flops_by_reg.png
Other sequential cells in the stronger grey, the rest of the logic in the fainter grey.
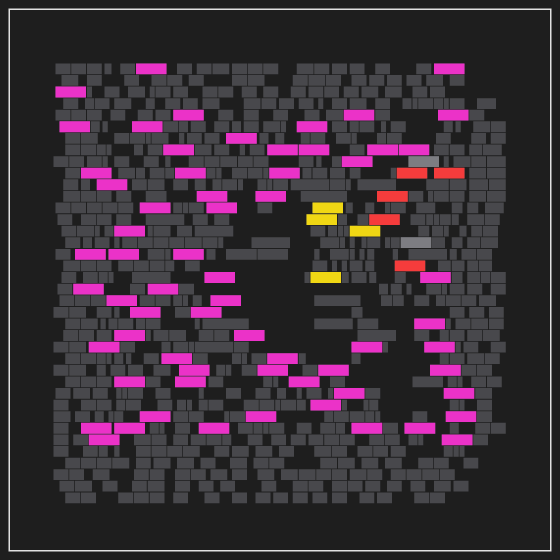
io_fan.png
Scale bar: 50 um.
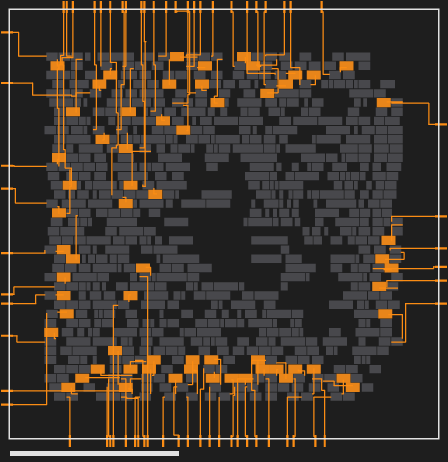
layer_met1.png
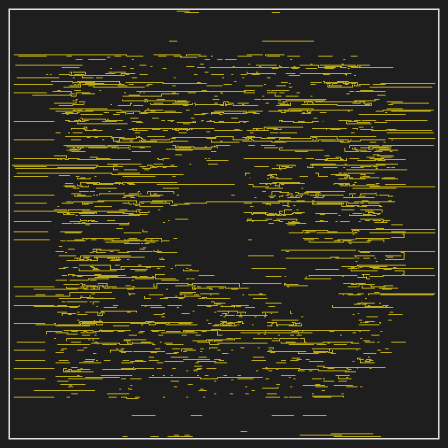
## src/rtl/riscv_wb_pkg.sv

```systemverilog
`default_nettype none
// ---------------------------------------------------------------------------
// riscv_wb_pkg : shared write-back widths, grant and arbiter-state encodings
// Rev 1.0
// ---------------------------------------------------------------------------
package riscv_wb_pkg;

  localparam int XLEN      = 64;
  localparam int REGADDR_W = 5;
  localparam int CNT_W     = 4;

  typedef enum logic [1:0] {
    GNT_NONE = 2'd0,
    GNT_PIPE = 2'd1,
    GNT_LONG = 2'd2
  } wb_grant_t;

  typedef enum logic [0:0] {
    ARB   = 1'b0,
    FORCE = 1'b1
  } wb_arb_state_t;

endpackage
`default_nettype wire

```

## src/rtl/wb_starve_counter.sv

```systemverilog
`default_nettype none
// ---------------------------------------------------------------------------
// wb_starve_counter : saturating lost-arbitration counter with limit-hit flag
// Rev 1.0
// ---------------------------------------------------------------------------
module wb_starve_counter
  import riscv_wb_pkg::*;
#(
  parameter int unsigned STARVE_LIMIT = 4
) (
  input  logic clk,
  input  logic rst,
  input  logic clr_i,
  input  logic inc_i,
  output logic hit_o
);

  localparam logic [CNT_W:0] LIMIT_W = (CNT_W + 1)'(STARVE_LIMIT);

  logic [CNT_W-1:0] cnt_q;
  logic [CNT_W-1:0] cnt_d;

  always_comb begin
    cnt_d = cnt_q;
    if (clr_i) begin
      cnt_d = '0;
    end else if (inc_i && (cnt_q != '1)) begin
      cnt_d = cnt_q + 1'b1;
    end
  end

  always_ff @(posedge clk) begin
    if (rst) begin
      cnt_q <= '0;
    end else begin
      cnt_q <= cnt_d;
    end
  end

  // Flags the loss that, if taken now, reaches the limit.
  assign hit_o = (({1'b0, cnt_q} + 1'b1) == LIMIT_W);

endmodule
`default_nettype wire

```

## src/rtl/wb_port_arbiter.sv

```systemverilog
`default_nettype none
// ---------------------------------------------------------------------------
// wb_port_arbiter : register-file write-port arbiter, MEM/WB vs long unit
// Rev 1.0
// ---------------------------------------------------------------------------
module wb_port_arbiter
  import riscv_wb_pkg::*;
#(
  parameter int unsigned STARVE_LIMIT = 4
) (
  input  logic                 clk,
  input  logic                 rst,
  input  logic [REGADDR_W-1:0] wrd,
  input  logic [XLEN-1:0]      wr,
  input  logic [XLEN-1:0]      wd,
  input  logic                 wm2reg,
  input  logic                 wwreg,
  input  logic                 lvalid,
  input  logic [REGADDR_W-1:0] lrd,
  input  logic [XLEN-1:0]      lres,
  output logic                 lready,
  output logic                 wbstall,
  output logic                 rfwe,
  output logic [REGADDR_W-1:0] rfwa,
  output logic [XLEN-1:0]      rfwd
);

  wb_arb_state_t        state_q, state_d;
  wb_grant_t            grant;
  logic                 preq, lreq, lzero;
  logic                 cnt_inc, cnt_clr, cnt_hit;
  logic [XLEN-1:0]      pdata;

  logic                 rfwe_q, rfwe_d;
  logic [REGADDR_W-1:0] rfwa_q, rfwa_d;
  logic [XLEN-1:0]      rfwd_q, rfwd_d;

  assign preq  = wwreg && (wrd != '0);
  assign lreq  = lvalid && (lrd != '0);
  assign lzero = lvalid && (lrd == '0);
  assign pdata = wm2reg ? wd : wr;

  wb_starve_counter #(
    .STARVE_LIMIT(STARVE_LIMIT)
  ) u_starve (
    .clk  (clk),
    .rst  (rst),
    .clr_i(cnt_clr),
    .inc_i(cnt_inc),
    .hit_o(cnt_hit)
  );

  always_ff @(posedge clk) begin
    if (rst) begin
      state_q <= ARB;
    end else begin
      state_q <= state_d;
    end
  end

  always_comb begin
    state_d = state_q;
    grant   = GNT_NONE;
    lready  = 1'b0;
    wbstall = 1'b0;
    cnt_inc = 1'b0;
    cnt_clr = 1'b0;
    unique case (state_q)
      ARB: begin
        if (preq) begin
          grant = GNT_PIPE;
          if (lreq) begin
            cnt_inc = 1'b1;
            if (cnt_hit) state_d = FORCE;
          end else if (!lzero) begin
            cnt_clr = 1'b1;
          end
        end else if (lreq) begin
          grant   = GNT_LONG;
          lready  = 1'b1;
          cnt_clr = 1'b1;
        end else if (!lzero) begin
          cnt_clr = 1'b1;
        end
      end
      FORCE: begin
        // Any exit from FORCE returns to ARB with a fresh wait count.
        state_d = ARB;
        cnt_clr = 1'b1;
        if (lreq) begin
          grant   = GNT_LONG;
          lready  = 1'b1;
          wbstall = preq;
        end
      end
      default: begin
        state_d = ARB;
        cnt_clr = 1'b1;
      end
    endcase
    if (lzero) lready = 1'b1;
    if (rst) begin
      lready  = 1'b0;
      wbstall = 1'b0;
    end
  end

  always_comb begin
    rfwe_d = (grant != GNT_NONE);
    rfwa_d = rfwa_q;
    rfwd_d = rfwd_q;
    unique case (grant)
      GNT_PIPE: begin
        rfwa_d = wrd;
        rfwd_d = pdata;
      end
      GNT_LONG: begin
        rfwa_d = lrd;
        rfwd_d = lres;
      end
      default: begin
        rfwa_d = rfwa_q;
        rfwd_d = rfwd_q;
      end
    endcase
  end

  always_ff @(posedge clk) begin
    if (rst) begin
      rfwe_q <= 1'b0;
      rfwa_q <= '0;
      rfwd_q <= '0;
    end else begin
      rfwe_q <= rfwe_d;
      rfwa_q <= rfwa_d;
      rfwd_q <= rfwd_d;
    end
  end

  assign rfwe = rfwe_q;
  assign rfwa = rfwa_q;
  assign rfwd = rfwd_q;

endmodule
`default_nettype wire

```

## config.mk

```make
export PLATFORM = sky130hd
export DESIGN_NAME = wb_port_arbiter
export DESIGN_NICKNAME = d
export VERILOG_FILES = /design/src/rtl/riscv_wb_pkg.sv /design/src/rtl/wb_starve_counter.sv /design/src/rtl/wb_port_arbiter.sv
export SDC_FILE = /design/constraint.sdc
export NUM_CORES = 1
export LEC_CHECK = 0
export CORE_MARGIN = 10
export CORE_UTILIZATION = 36
export DETAILED_ROUTE_END_ITERATION = 16
export PLACE_DENSITY_LB_ADDON = 0.25
export REMOVE_ABC_BUFFERS = 1
export SYNTH_ARGS = -nofsm -noshare
export SYNTH_HDL_FRONTEND = slang
export SYNTH_HIERARCHICAL = 1
export SYNTH_SLANG_ARGS = --single-unit
```

## constraint.sdc

```tcl
create_clock -name clk -period 3.9 [get_ports clk]
set_input_delay 1.17 -clock clk [delete_from_list [all_inputs] [get_ports clk]]
set_output_delay 1.17 -clock clk [all_outputs]
set_load 0.005 [all_outputs]
```

==> notes.md <==
impl run done, here's what came out: status=complete, no violations, Die H=126.7 um, Iter 0 DRT Violations=189, R2R cell count=7, Synthesis Warnings=6, Longest Clk Path Bufs=2, Worst Hold Slack=0.4764 ns, tap cells=approximately 140, Setup crit start=lrd[1], clock latency on the worst-skew pair=0.33 ns, Multiplexer share=36.32%, root buf cell=clkbuf_16, relative slew slack=46.45%, reg2reg end=rfwa[2]$_SDFFE_PP0P_, DIE AREA=16050 sq um, row cnt=38, flip-flop and latch count after synthesis=75, area share of the largest cell type after synthesis=a little over a third, FMAX=259.8 MHz, # Post-CTS Setup Buffers=1, initial antenna violation count=0, Critical Path RT=2.73 ns, worst slew pin tran=0.8033 ns, buffering overhead=39.67%, share of cells above drive strength 1=roughly 16%, number of remaining DRC errors=0, Leakage Power=2.744 nW, Setup Viol. Count Final=0, H-tree depth=3, Sw Ratio=between 20% and 30%, fin util=67.86%, largest stage delay on the critical path=0.43 ns, Mapped Area=about 4100 sq um, fin cells=~850, hold_buf cts=0, final instance area=7453 sq um, RSZ-0062 raised after global routing=no, maximum vdd drop=278.3 uV, Post-synth seq share=36.65%, kind of critical path=input port to output port, total gr overflow=0, fin nets=a little over 900, largest net degree at the start of global routing=76, max-slew violation count=0, hold crit path type=register to register
About flops_by_reg.png:
legend:
  rfwd:
    colour: magenta
    sequential_cells: 64
  u_starve/cnt_q:
    colour: yellow
    sequential_cells: 4
    where: centre
  rfwa:
    colour: red
    sequential_cells: 5

About io_fan.png:
legend:
  wr:
    colour: orange
    bits: 64
    direction: input
    end_cells: 64
    buffers: 64
    wire: 1850 um

About layer_met1.png:
longest straight run: 33.4 um
nets with wire on the layer: 789
Routed WL: 16.84 mm
via count: 4348
met1 usage in global routing: 18.58%

-- per-layer routing --
metal	global-route usage (%)	share of wire (%)	vias to the layer above
li1	-	-	2116
met1	18.58	35	2054
met2	36.03	53	168
met3	10.58	11	10
met4	4.220	0.94	0
met5	0	0	-
-- power by group through the flow --
stage	Sequential [mW]	Combinational [mW]	Clock (mW)
floorplan	0.895	0.226	0
global placement	0.886	0.669	0
CTS	0.875	0.686	0.983
global route	0.883	0.730	1.01
finish	0.875	0.677	0.965
detailed placement	0.890	0.680	0
-- state kept, by name, indices dropped and copies added (netlist names) --
name and cells:
u_starve/cnt_q 4, rfwe 1, state_q 1, rfwa 5, rfwd 64
-- worst min-delay path, stage by stage (launching register included) --
cell     delay (ns)
dfxtp_1        0.31
nand2_1        0.06
o22ai_1        0.06
Power and IR drop assume default switching activity.
